==> run_1/density.png <==
12 x 14 tiles, from white (low) to dark blue (high), 0 to 100% covered.
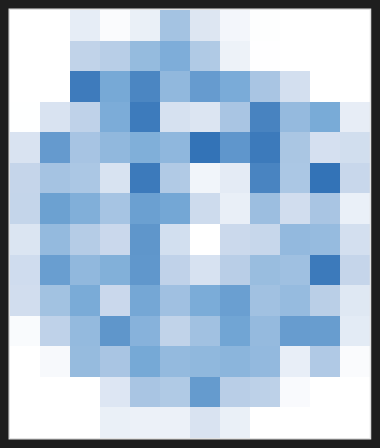
==> run_1/met4.png <==
The bar under the picture is 20 um long. Supply wires on this layer in gray. Cells faint in the background.
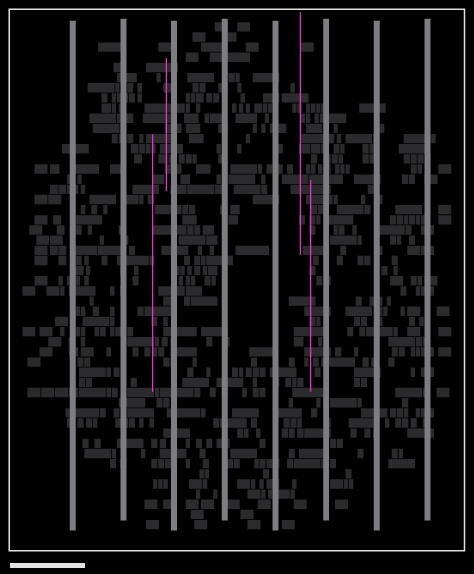
==> run_1/met1.png <==
Supply wires on this layer in gray.
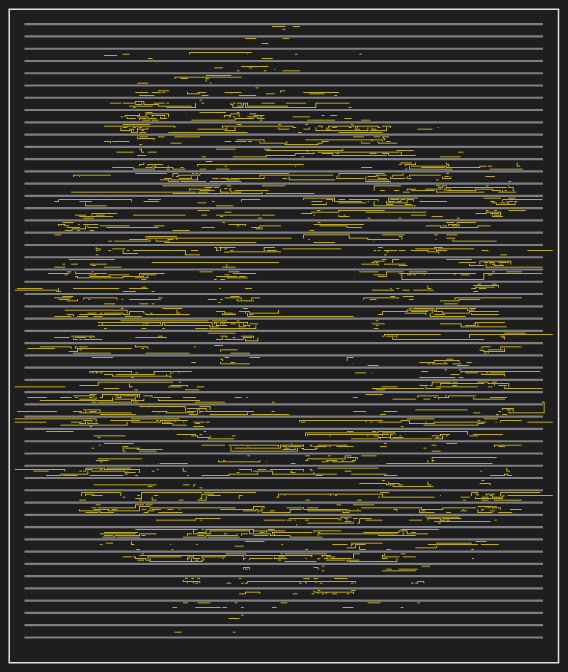
File: src/rtl/packet_transmitter.sv
// Buffers a BYTES-wide word and shifts it out on a transmission/clock/out_data link.
// Defining PACKET_TX_PARITY_EN appends an even-parity bit to every byte.
module packet_transmitter #(
  parameter int BYTES     = 8,
  parameter int CLK_DIV   = 16,
  parameter int GAP_BITS  = 1,
  parameter bit MSB_FIRST = 1'b0
) (
  input  logic               clk,
  input  logic               rst,
  input  logic [8*BYTES-1:0] data,
  input  logic               valid,
  output logic               ready,
  output logic               busy,
  output logic               transmission,
  output logic               clock,
  output logic               out_data
);

`ifdef PACKET_TX_PARITY_EN
  localparam int FRAME_BITS = 9;
`else
  localparam int FRAME_BITS = 8;
`endif
  localparam int BIT_W  = $clog2(FRAME_BITS);
  localparam int BYTE_W = $clog2(BYTES + 1);
  localparam int DIV_W  = $clog2(CLK_DIV);
  localparam int GAP_W  = (GAP_BITS > 1) ? $clog2(GAP_BITS) : 1;

  typedef enum logic [1:0] {IDLE, SEND, GAP} state_t;

  state_t             state;
  logic [8*BYTES-1:0] word_q;
  logic [8*BYTES-1:0] word_next;
  logic [DIV_W-1:0]   div_cnt;
  logic [BIT_W-1:0]   bit_cnt;
  logic [BYTE_W-1:0]  byte_cnt;
  logic [GAP_W-1:0]   gap_cnt;

  // The buffer shifts down one byte per byte sent, so the active byte is always word_q[7:0].
  assign word_next = word_q >> 8;
  assign ready     = (state == IDLE);

  function automatic logic frame_bit(input logic [7:0] b, input logic [BIT_W-1:0] idx);
`ifdef PACKET_TX_PARITY_EN
    if (idx == BIT_W'(8)) return ^b;
`endif
    return MSB_FIRST ? b[3'd7 - idx[2:0]] : b[idx[2:0]];
  endfunction

  always_ff @(posedge clk) begin
    if (rst) begin
      state        <= IDLE;
      word_q       <= '0;
      div_cnt      <= '0;
      bit_cnt      <= '0;
      byte_cnt     <= '0;
      gap_cnt      <= '0;
      busy         <= 1'b0;
      transmission <= 1'b0;
      clock        <= 1'b0;
      out_data     <= 1'b0;
    end else begin
      case (state)
        IDLE: begin
          if (valid) begin
            state        <= SEND;
            word_q       <= data;
            div_cnt      <= '0;
            bit_cnt      <= '0;
            byte_cnt     <= '0;
            gap_cnt      <= '0;
            busy         <= 1'b1;
            transmission <= 1'b1;
            clock        <= 1'b0;
            out_data     <= frame_bit(data[7:0], '0);
          end
        end

        SEND: begin
          if (div_cnt != DIV_W'(CLK_DIV - 1)) begin
            div_cnt <= div_cnt + 1'b1;
            // Clock output tracks the divider value it will hold after this edge.
            clock   <= (div_cnt >= DIV_W'(CLK_DIV / 2 - 1));
          end else begin
            div_cnt <= '0;
            clock   <= 1'b0;
            if (bit_cnt != BIT_W'(FRAME_BITS - 1)) begin
              bit_cnt  <= bit_cnt + 1'b1;
              out_data <= frame_bit(word_q[7:0], bit_cnt + 1'b1);
            end else if (byte_cnt == BYTE_W'(BYTES - 1)) begin
              state        <= IDLE;
              bit_cnt      <= '0;
              byte_cnt     <= '0;
              busy         <= 1'b0;
              transmission <= 1'b0;
              out_data     <= 1'b0;
            end else if (GAP_BITS == 0) begin
              word_q   <= word_next;
              byte_cnt <= byte_cnt + 1'b1;
              bit_cnt  <= '0;
              out_data <= frame_bit(word_next[7:0], '0);
            end else begin
              state        <= GAP;
              gap_cnt      <= '0;
              transmission <= 1'b0;
              out_data     <= 1'b0;
            end
          end
        end

        GAP: begin
          if (div_cnt != DIV_W'(CLK_DIV - 1)) begin
            div_cnt <= div_cnt + 1'b1;
          end else begin
            div_cnt <= '0;
            if (gap_cnt != GAP_W'(GAP_BITS - 1)) begin
              gap_cnt <= gap_cnt + 1'b1;
            end else begin
              state        <= SEND;
              word_q       <= word_next;
              byte_cnt     <= byte_cnt + 1'b1;
              bit_cnt      <= '0;
              transmission <= 1'b1;
              out_data     <= frame_bit(word_next[7:0], '0);
            end
          end
        end

        default: state <= IDLE;
      endcase
    end
  end

endmodule

File: config.mk
export PLATFORM = sky130hd
export DESIGN_NAME = packet_transmitter
export DESIGN_NICKNAME = d
export VERILOG_FILES = /design/src/rtl/packet_transmitter.sv
export SDC_FILE = /design/constraint.sdc
export NUM_CORES = 1
export LEC_CHECK = 0
export ABC_AREA = 1
export CORE_ASPECT_RATIO = 1.2
export CORE_MARGIN = 3
export CORE_UTILIZATION = 25
export DETAILED_ROUTE_END_ITERATION = 8
export PLACE_DENSITY = 0.43
export SYNTH_ARGS = -nofsm -noshare
export SYNTH_HDL_FRONTEND = slang
export SYNTH_SLANG_ARGS = --single-unit
File: constraint.sdc
create_clock -name clk -period 2.44 [get_ports clk]
set_clock_uncertainty 0.2 [all_clocks]
set_input_delay 0.366 -clock clk [delete_from_list [all_inputs] [get_ports clk]]
set_output_delay 0.366 -clock clk [all_outputs]
set_load 0.02 [all_outputs]
==> run notes, run 1 <==
fresh numbers from the pnr run: outcome finished clean, CP max stage cell clkdlybuf4s50_1, Overall Global Routing Usage 0.119, chip area 17600 um^2, Peak VDD IR 0.615 mV, Top cells excl fill/tap nand2_1, o21ai_0, dfxtp_1, row count 50, Area-dominant class logic gates, RD Place Congestion 0.794, EDFF count, synth 0, Max-cap violations 0, Final Hold Viols 0, Clock Pin Slew Worst Setup and Hold Paths 0.06 ns, layout clock buffer count 9, Post-synth top flop dfxtp_1, synthesis-stage register bit count ~81, RSZ-0062 raised after global routing false, post-route cell area around 5200 um^2, crit path capture type output port, Unique masters post-synth 35, DRC errors left 0, Root Driver clkbuf_16, Detail Placement HPWL 7230 um, total number of vias 3626, slowest cell delay on critical path 0.63 ns, storage element area 1620 um^2, Final #Nets 695, # placed instances 816, crit path cell chain inv_1, ha_1, clkdlybuf4s50_1, fin crit share 0.895, H-tree depth 3, filler cell count 1703, Well Taps 208, crit path max fanout 4, Log Warnings 30, R2R Path Start state[0], r2r worst-path depth 13, Hold Crit Depth 2, Core Util at FP 0.256, PortBufs 71, Mapped Area ~4000 um^2, Setup TNS 0 ns, slack of the critical path between 0.2 and 0.3 ns, Via density 4.36, Synthesized Nets 639, delay-heaviest family, CP buffers and inverters, Leakage 2.13 nW, number of post-CTS setup repair buffers 0, multi-input gates approximately 370, Late-Pin Clk Latency 0.34 ns, WL/cell 12.2 um, Worst Path Required ~1.9 ns, CTS Buf Count 9, Final setup viols 0, number of flip-flops and latches 81, R2R Setup Slk roughly 0.39 ns, CTS Buffer Depth 2, initial drt markers 193, CTS tree yes, ant diodes 0, clk tree area frac 0.0611, Layout Cells excl Fill about 830, worst hold start word_q[10], core box area 15600 um^2, chip area in the Yosys report between 4000 and 5000 um^2, Max-slew headroom 0.745, flop share of the area 0.312, post-placement setup slack 0.401 ns, Hold WS 0.245 ns, max-slew violations 0, Post-Route WL 10100 um, Worst-Margin Slew 0.378 ns, # Cells Yosys 563, CP endpoint ready, synthesized instance count 563, Seq share, synth 0.405, Die X roughly 120 um, Gate Area 1890 um^2, total power between 0.006 and 0.007 W, r2r endpoint byte_cnt[1], CP Class reg -> out, Post-Place Cell Area 4880 um^2, Buffers & Inverters on Critical Path 2, Sink Count 81, Layout area overhead 30.0%, Fmax 0.458 GHz, NonClk Buf Share 0.158, DRT antenna net count 0, initial antenna violation count 0, vias in the first global route 3469, Crit. Startpoint state[0], GRT overflow 0, CP Launch Type register, number of non-clock buffers in the layout 81, TritonRoute pass-1 iters 4, # hold bufs at CTS 0, Signal inverters ~75, Chip Height 145 um, largest net degree at the start of global routing 83
-- density.png (at the start) --
19% of the tiles are nearly empty. The fullest tile reaches 73%. The mean over all tiles is 28%.

-- met4.png (at the start) --
The wires run mostly vertical. The longest straight run is 68.7 um. 3 nets have wire on it. The layer holds 2.2% of the routed length.

-- met1.png (at the start) --
The longest straight run is 31.7 um. The layer holds 47% of the routed length. The wires run mostly horizontal.

## run 1: logic make-up (layout without fill, tap and decap cells)
group | after synthesis | count (layout) | synth area share
AND/OR/NAND/NOR | 164 | 164 | 0.189
buffers and inverters | 111 | 171 | 0.122
AND-OR/OR-AND | 196 | 196 | 0.252
XOR/XNOR | 2 | 2 | 0.00438
adder cells (fa/ha/maj) | 9 | 9 | 0.0281
flip-flops | 81 | 81 | 0.405
## run 1: state kept, by name (all words and copies together) (netlist names)
register      count
div_cnt           4
transmission      1
state             2
busy              1
clock             1
bit_cnt           3
byte_cnt          4
out_data          1
word_q           64
## run 1: tightest hold or removal path, cell delays in order (launching register included)
cell and delay, ns:
dfxtp_1 0.30, inv_1 0.05, a21oi_1 0.05
## run 1: metal layers
layer	wire length (um)	up-vias	track usage
met5	0	-	0
met3	374	13	0.0203
li1	-	1946	-
met1	4730	1599	0.150
met2	4790	68	0.202
met4	225	0	0.0513
## run 1: synth_stat cells (2+ instances only)
cell | number | area share
nand4_1 | 7 | 0.011
nor2_4 | 3 | 0.0084
buf_6 | 6 | 0.017
nand2_1 | 110 | 0.10
clkbuf_1 | 15 | 0.014
ha_1 | 9 | 0.028
nand3_1 | 9 | 0.011
a21oi_1 | 77 | 0.096
dfxtp_1 | 81 | 0.41
inv_1 | 72 | 0.068
o21ai_0 | 101 | 0.13
nand2_4 | 4 | 0.011
o21ai_1 | 13 | 0.016
inv_4 | 2 | 0.0031
nor2_1 | 20 | 0.019
nor3_1 | 3 | 0.0038
xor2_1 | 2 | 0.0044
buf_2 | 12 | 0.015
## run 1: report_power, final
| part | total, W | switching [W] | internal [W] |
|---|---|---|---|
| logic | 0.00305 | 0.00196 | 0.00109 |
| clock network | 0.00145 | 0.000552 | 0.000895 |
| registers | 0.00202 | 0.000170 | 0.00185 |
## Run 2: what changed since run 1
--- a/config.mk
+++ b/config.mk
@@ -11,6 +11,7 @@
 export CORE_UTILIZATION = 25
 export DETAILED_ROUTE_END_ITERATION = 8
 export PLACE_DENSITY = 0.43
+export SKIP_CTS_REPAIR_TIMING = 1
 export SYNTH_ARGS = -nofsm -noshare
 export SYNTH_HDL_FRONTEND = slang
 export SYNTH_SLANG_ARGS = --single-unit
==> run_2/cell_classes.png <==
The bar under the picture is 20 um long. Fill, decap, tap and diode cells in gray.
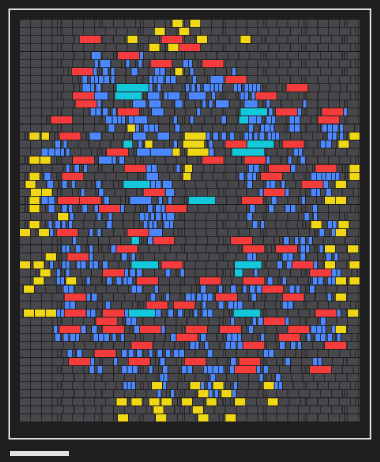
Blue stands for all other logic, cells 446, share of their area 44%. Yellow stands for other buffers and delay cells, cells 81, share of their area 17%. Red stands for flops, cells 81, share of their area 33%. Cyan stands for clock drivers and dummy loads, cells 15, share of their area 6.4%.

==> run notes, run 2 <==
fresh numbers from the pnr run: outcome finished clean, CP arrival 1.62 ns, total number of vias 3626, top post-synthesis cells by count nand2_1, o21ai_0, dfxtp_1, mux share 0, Clock Pin Slew Worst Setup and Hold Paths approximately 0.060 ns, Worst-Margin Slew 0.378 ns, Regs by FF count word_q: 64 flops, byte_cnt: 4 flops, div_cnt: 4 flops, Post-synth top flop dfxtp_1, Root Driver clkbuf_16, Switching Fraction 0.412, CTS Buf Count 9, Synthesized Nets 639, # Cells Yosys 563, CTS tree yes, TritonRoute pass-1 iters 4, Sink Count 81, max FFs per register 64, Via density 4.36, met2 GRT Util 0.202, total power 0.00652 W, biggest area cells dfxtp_1, o21ai_0, nand2_1, adder-cell share of the synthesized area 0.0281, Mapped Area 4000 um^2, Comb pwr share 0.468, initial drt markers 193, ant diodes 0, GRT overflow 0, yosys xor share 0.00438, Layout area overhead 30.0%, vias in the first global route 3469, row count roughly 50, Detail Placement HPWL 7230 um, post-placement setup slack 0.401 ns, met3 Use GR 0.0203, Max-cap violations 0, max-slew violations 0, Worst Path Required 1.87 ns, NetSw approximately 0.0027 W, post-route cell area ~5200 um^2, syn avg cell area around 7.1 um^2, largest reg by FF count word_q, crit path capture type output port, Top cells excl fill/tap nand2_1, o21ai_0, dfxtp_1, count leader, synth nand2_1, EDFF count, synth 0, Log Warnings 30, Final Hold Viols 0, DRT antenna net count 0, Post-Route WL 10100 um, synthesis-stage register bit count around 81, internal power 0.00383 W, Late-Pin Clk Latency 0.34 ns, crit path cell chain inv_1, ha_1, clkdlybuf4s50_1, largest net degree at the start of global routing approximately 83, slowest cell delay on critical path around 0.63 ns, RD Place Congestion 0.794, CP Launch Type register, Leakage approximately 2.1 nW, PortBufs just over 70, Core Util at FP 0.256, fin crit share 0.895, synthesized instance count 563, core box area 15600 um^2, Setup TNS 0 ns, Final setup viols 0, DRC errors left 0, Simple-Gate Fraction of Synth Area 0.189, Overall Global Routing Usage 0.119, CP max stage cell clkdlybuf4s50_1, RSZ-0062 raised after global routing false, GR Util met1 0.150, Chip Height 145 um, delay-heaviest family, CP buffers and inverters, Final #Nets 695, Die X 121 um, Clk pwr share 0.222, Post-Place Cell Area 4880 um^2, chip area in the Yosys report 4000 um^2, Seq share, synth 0.405, Unique masters post-synth 35, Max-slew headroom 0.745, sequential share of power 0.309, Fmax between 0.4 and 0.5 GHz, Buffers & Inverters on Critical Path 2, Peak VDD IR 0.615 mV, area leader, netlist dfxtp_1, initial antenna violation count 0, chip area approximately 18000 um^2, H-tree depth 3
==> run_2/met4.png <==
The bar under the picture is 20 um long. Supply wires on this layer in gray. Cells faint in the background.
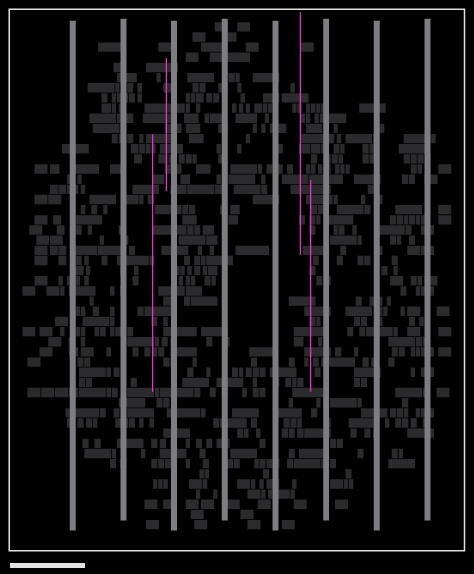
3 nets have wire on it. The longest straight run is 68.7 um. The layer holds 2.2% of the routed length. The wires run mostly vertical. The layer carries 225 um of wire.

[run 2: area by class of cell]
type                            count  area (um^2)
Clock buffer                        9          225
Clock inverter                      6         92.6
Fill cell                        1703        10400
Inverter                           75          287
Multi-Input combinational cell    371         1890
Sequential cell                    81         1620
Tap cell                          208          260
Timing Repair Buffer               81          823
[run 2: metrics by stage]
stage	utilization	std cells
finish	0.333	831
global placement	0.312	816
global route	0.333	831
CTS	0.333	831
detailed placement	0.312	816
floorplan	-	563
[run 2: path summary, 6_finish.rpt]
kind                    from     endpoint  slack (ns)  cells after the start
setup reg to reg    state[0]  byte_cnt[1]        0.39                     13
setup / recovery    state[0]        ready        0.26                      3
hold / removal    word_q[10]   word_q[10]        0.25                      2
hold reg to reg   word_q[10]   word_q[10]        0.25                      2
[run 2: logic make-up (layout without fill, tap and decap cells)]
kind of cell	count (synthesis)	count (layout)
AND/OR/NAND/NOR	164	164
buffers and inverters	111	171
XOR/XNOR	2	2
adder cells (fa/ha/maj)	9	9
AND-OR/OR-AND	196	196
flip-flops	81	81
[run 2: per-layer routing]
metal	wire length (um)	vias to the layer above
met3	374	13
met5	0	-
met2	4790	68
met4	225	0
met1	4730	1599
li1	-	1946
[run 2: tightest hold or removal path: stages (launching register included)]
cell and delay, ns:
dfxtp_1 0.30, inv_1 0.05, a21oi_1 0.05
[run 2: power groups by stage]
stage	Combinational [W]	Sequential [W]	Clock [W]
global placement	0.00306	0.00204	0
detailed placement	0.00310	0.00205	0
floorplan	0.00242	0.00203	0
global route	0.00353	0.00207	0.00155
finish	0.00305	0.00202	0.00145
CTS	0.00311	0.00202	0.00150
==> run_2/met1.png <==
Supply wires on this layer in gray.
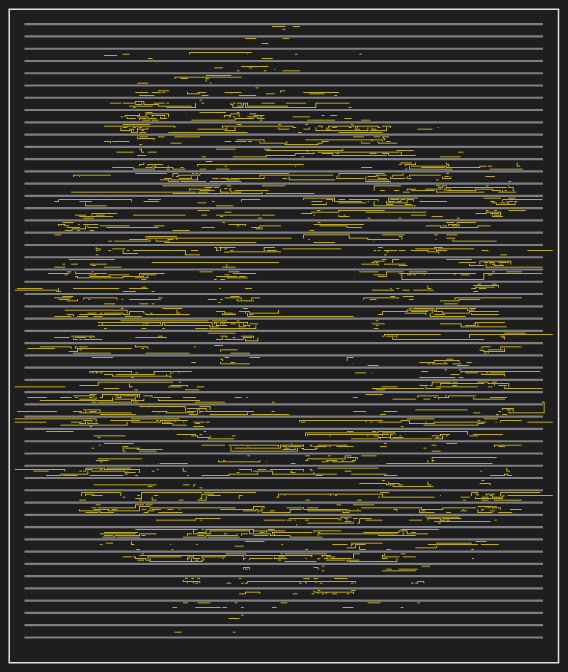

## Run 3: what changed since run 2
--- a/config.mk
+++ b/config.mk
@@ -10,6 +10,7 @@
 export CORE_MARGIN = 3
 export CORE_UTILIZATION = 25
 export DETAILED_ROUTE_END_ITERATION = 8
+export MAX_ROUTING_LAYER = met4
 export PLACE_DENSITY = 0.43
 export SKIP_CTS_REPAIR_TIMING = 1
 export SYNTH_ARGS = -nofsm -noshare
==> run_3/met1.png <==
Supply wires on this layer in gray.
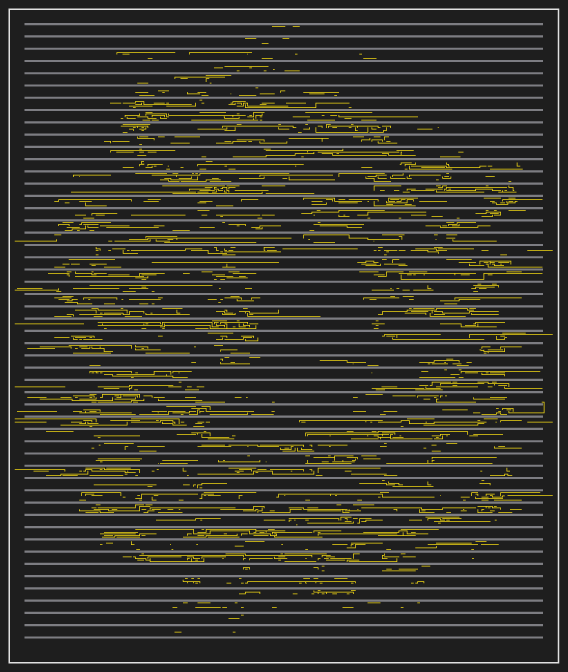
The wires run mostly horizontal. The layer holds 47% of the routed length. 630 nets have wire on it.

==> run notes, run 3 <==
fresh numbers from the pnr run: outcome finished clean, CP arrival between 1.5 and 2 ns, synthesized instance count 563, Synth async-reset ratio 0, core box area ~16000 um^2, crit path capture type output port, share of cells above drive strength 1 0.0706, Post-synth top flop dfxtp_1, filler cell count ~1700, WL met2 4820 um, CTS Buf Count 9, Core Util at FP 0.256, met2 GRT Util 0.201, Top Layer Used met4, NetSw ~0.0027 W, Sink Count 81, clock group power about 0.0015 W, Root Driver clkbuf_16, largest net degree at the start of global routing 83, biggest area cells dfxtp_1, o21ai_0, nand2_1, Post-Route WL 10100 um, total power ~0.0065 W, HP Class reg -> reg, PortBufs 71, Log Warnings 30, Final min period 2.18 ns, Worst Path Required 1.87 ns, synthesis-stage register bit count about 81, max FFs per register 64, Die X around 120 um, chip area 17600 um^2, RSZ-0062 raised after global routing false, I/O pins 72, Final #Nets 695, Late-Pin Clk Latency between 0.3 and 0.4 ns, crit path max fanout 4, Top-area cell share 0.405, Commonest Layout Cell nand2_1, fin crit share 0.893, Overall Global Routing Usage 0.123, Top power group combinational logic, CP Class reg -> out, Final setup viols 0, Chip Height between 100 and 150 um, DRC errors left 0, row count roughly 50, DRT antenna net count 0, Layout area overhead 30.0%, EDFF count, synth 0, Regs by FF count word_q: 64 flops, byte_cnt: 4 flops, div_cnt: 4 flops, metal3 WL roughly 350 um, largest reg by FF count word_q, Worst-Margin Slew 0.398 ns, met3 Use GR 0.0192, R2R Setup Slk 0.39 ns, WL met1 around 4800 um, storage element area between 1500 and 2000 um^2, global-route wire length before repair 16800 um, Combinational Power 0.00305 W, Unique masters post-synth 35, H-tree depth 3, Leakage 2.13 nW, Top cells excl fill/tap nand2_1, o21ai_0, dfxtp_1, Clock Pin Slew Worst Setup and Hold Paths 0.06 ns, TritonRoute pass-1 iters 4, gr busiest metal met2, GRT overflow 0, area leader, netlist dfxtp_1, max-slew violations 0, CP endpoint ready, Max-cap violations 0, Gate Area 1890 um^2, tally of yosys warning messages 0, RD Place Congestion 0.805, syn avg cell area 7.11 um^2, R2R Path Start state[0], ant diodes 0, vias in the first global route 3460, post-route core utilization 0.333, CTS Buffer Depth 2, Peak VDD IR just over 0.6 mV, Clk pwr share 0.222, top post-synthesis cells by count nand2_1, o21ai_0, dfxtp_1, Fmax 0.459 GHz, r2r worst-path depth 13, Pwr Density 1250 nW/um^2, Detail Placement HPWL roughly 7200 um, WL/cell 12.2 um, chip area in the Yosys report roughly 4000 um^2, total number of vias approximately 3600, Mapped Area 4000 um^2, initial drt markers between 150 and 200, internal power 0.00383 W, Crit. Startpoint state[0], Comb pwr share 0.468, Via density 4.33, CP Launch Type register, Switching Fraction 0.412, sequential power 0.00202 W, CTS tree yes, Max-slew headroom 0.734, Setup TNS 0 ns, # Cells Yosys 563, initial antenna violation count 0, Hold WS 0.245 ns, GR Util met1 0.151, Seq share, synth 0.405, Synthesized Nets 639, r2r endpoint byte_cnt[1], Final Hold Viols 0, sequential share of power 0.310, count leader, synth nand2_1
==> run_3/density.png <==
12 x 14 tiles, from white (low) to dark blue (high), 0 to 100% covered.
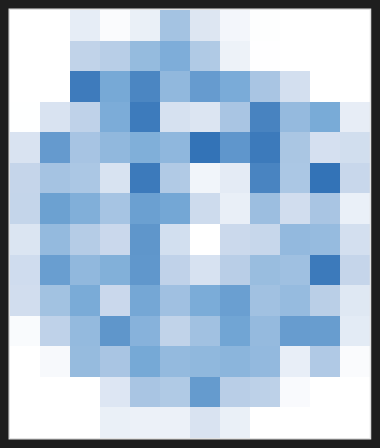
19% of the tiles are nearly empty. The mean over all tiles is 28%. The fullest tile reaches 73%.

run 3: cell counts in the layout (fill, tap and decap cells not counted):
No cell type changed its count.
run 3: critical path, stage by stage (launching register included):
cell             delay [ns]
dfxtp_1                0.34
inv_1                  0.10
ha_1                   0.22
clkdlybuf4s50_1        0.63
run 3: area by class of cell:
| type | count | share of cell area |
|---|---|---|
| Tap cell | 208 | 0.0500 |
| Multi-Input combinational cell | 371 | 0.364 |
| Clock buffer | 9 | 0.0433 |
| Sequential cell | 81 | 0.312 |
| Timing Repair Buffer | 81 | 0.158 |
| Inverter | 75 | 0.0551 |
| Clock inverter | 6 | 0.0178 |
run 3: kinds of logic (layout without fill, tap and decap cells):
| family | Yosys count | count (layout) | synth area share |
|---|---|---|---|
| simple gates | 164 | 164 | 0.189 |
| flops | 81 | 81 | 0.405 |
| fa+ha+maj | 9 | 9 | 0.0281 |
| xor+xnor | 2 | 2 | 0.00438 |
| compound gates | 196 | 196 | 0.252 |
| buf+inv | 111 | 171 | 0.122 |
run 3: stage by stage:
stage | worst slack [ns] | instances | cell area (um^2)
after floorplan | 0.539 | 563 | 4000
after global placement | 0.460 | 816 | 4880
after detailed placement | 0.401 | 816 | 4880
after CTS | 0.243 | 831 | 5200
after global routing | 0.192 | 831 | 5200
final | 0.261 | 831 | 5200
run 3: worst min-delay path by stage:
| stage | start | endpoint | slack (ns) | depth (start not counted) |
|---|---|---|---|---|
| CTS | word_q[46] | word_q[46] | 0.25 | 2 |
| finish | word_q[10] | word_q[10] | 0.25 | 2 |
| global placement | word_q[32] | word_q[32] | 0.24 | 2 |
| detailed placement | word_q[32] | word_q[32] | 0.24 | 2 |
| floorplan | word_q[17] | word_q[17] | 0.22 | 2 |
| global route | word_q[25] | word_q[25] | 0.27 | 2 |
Power figures rest on the tool's default switching activity, not on a simulated workload.
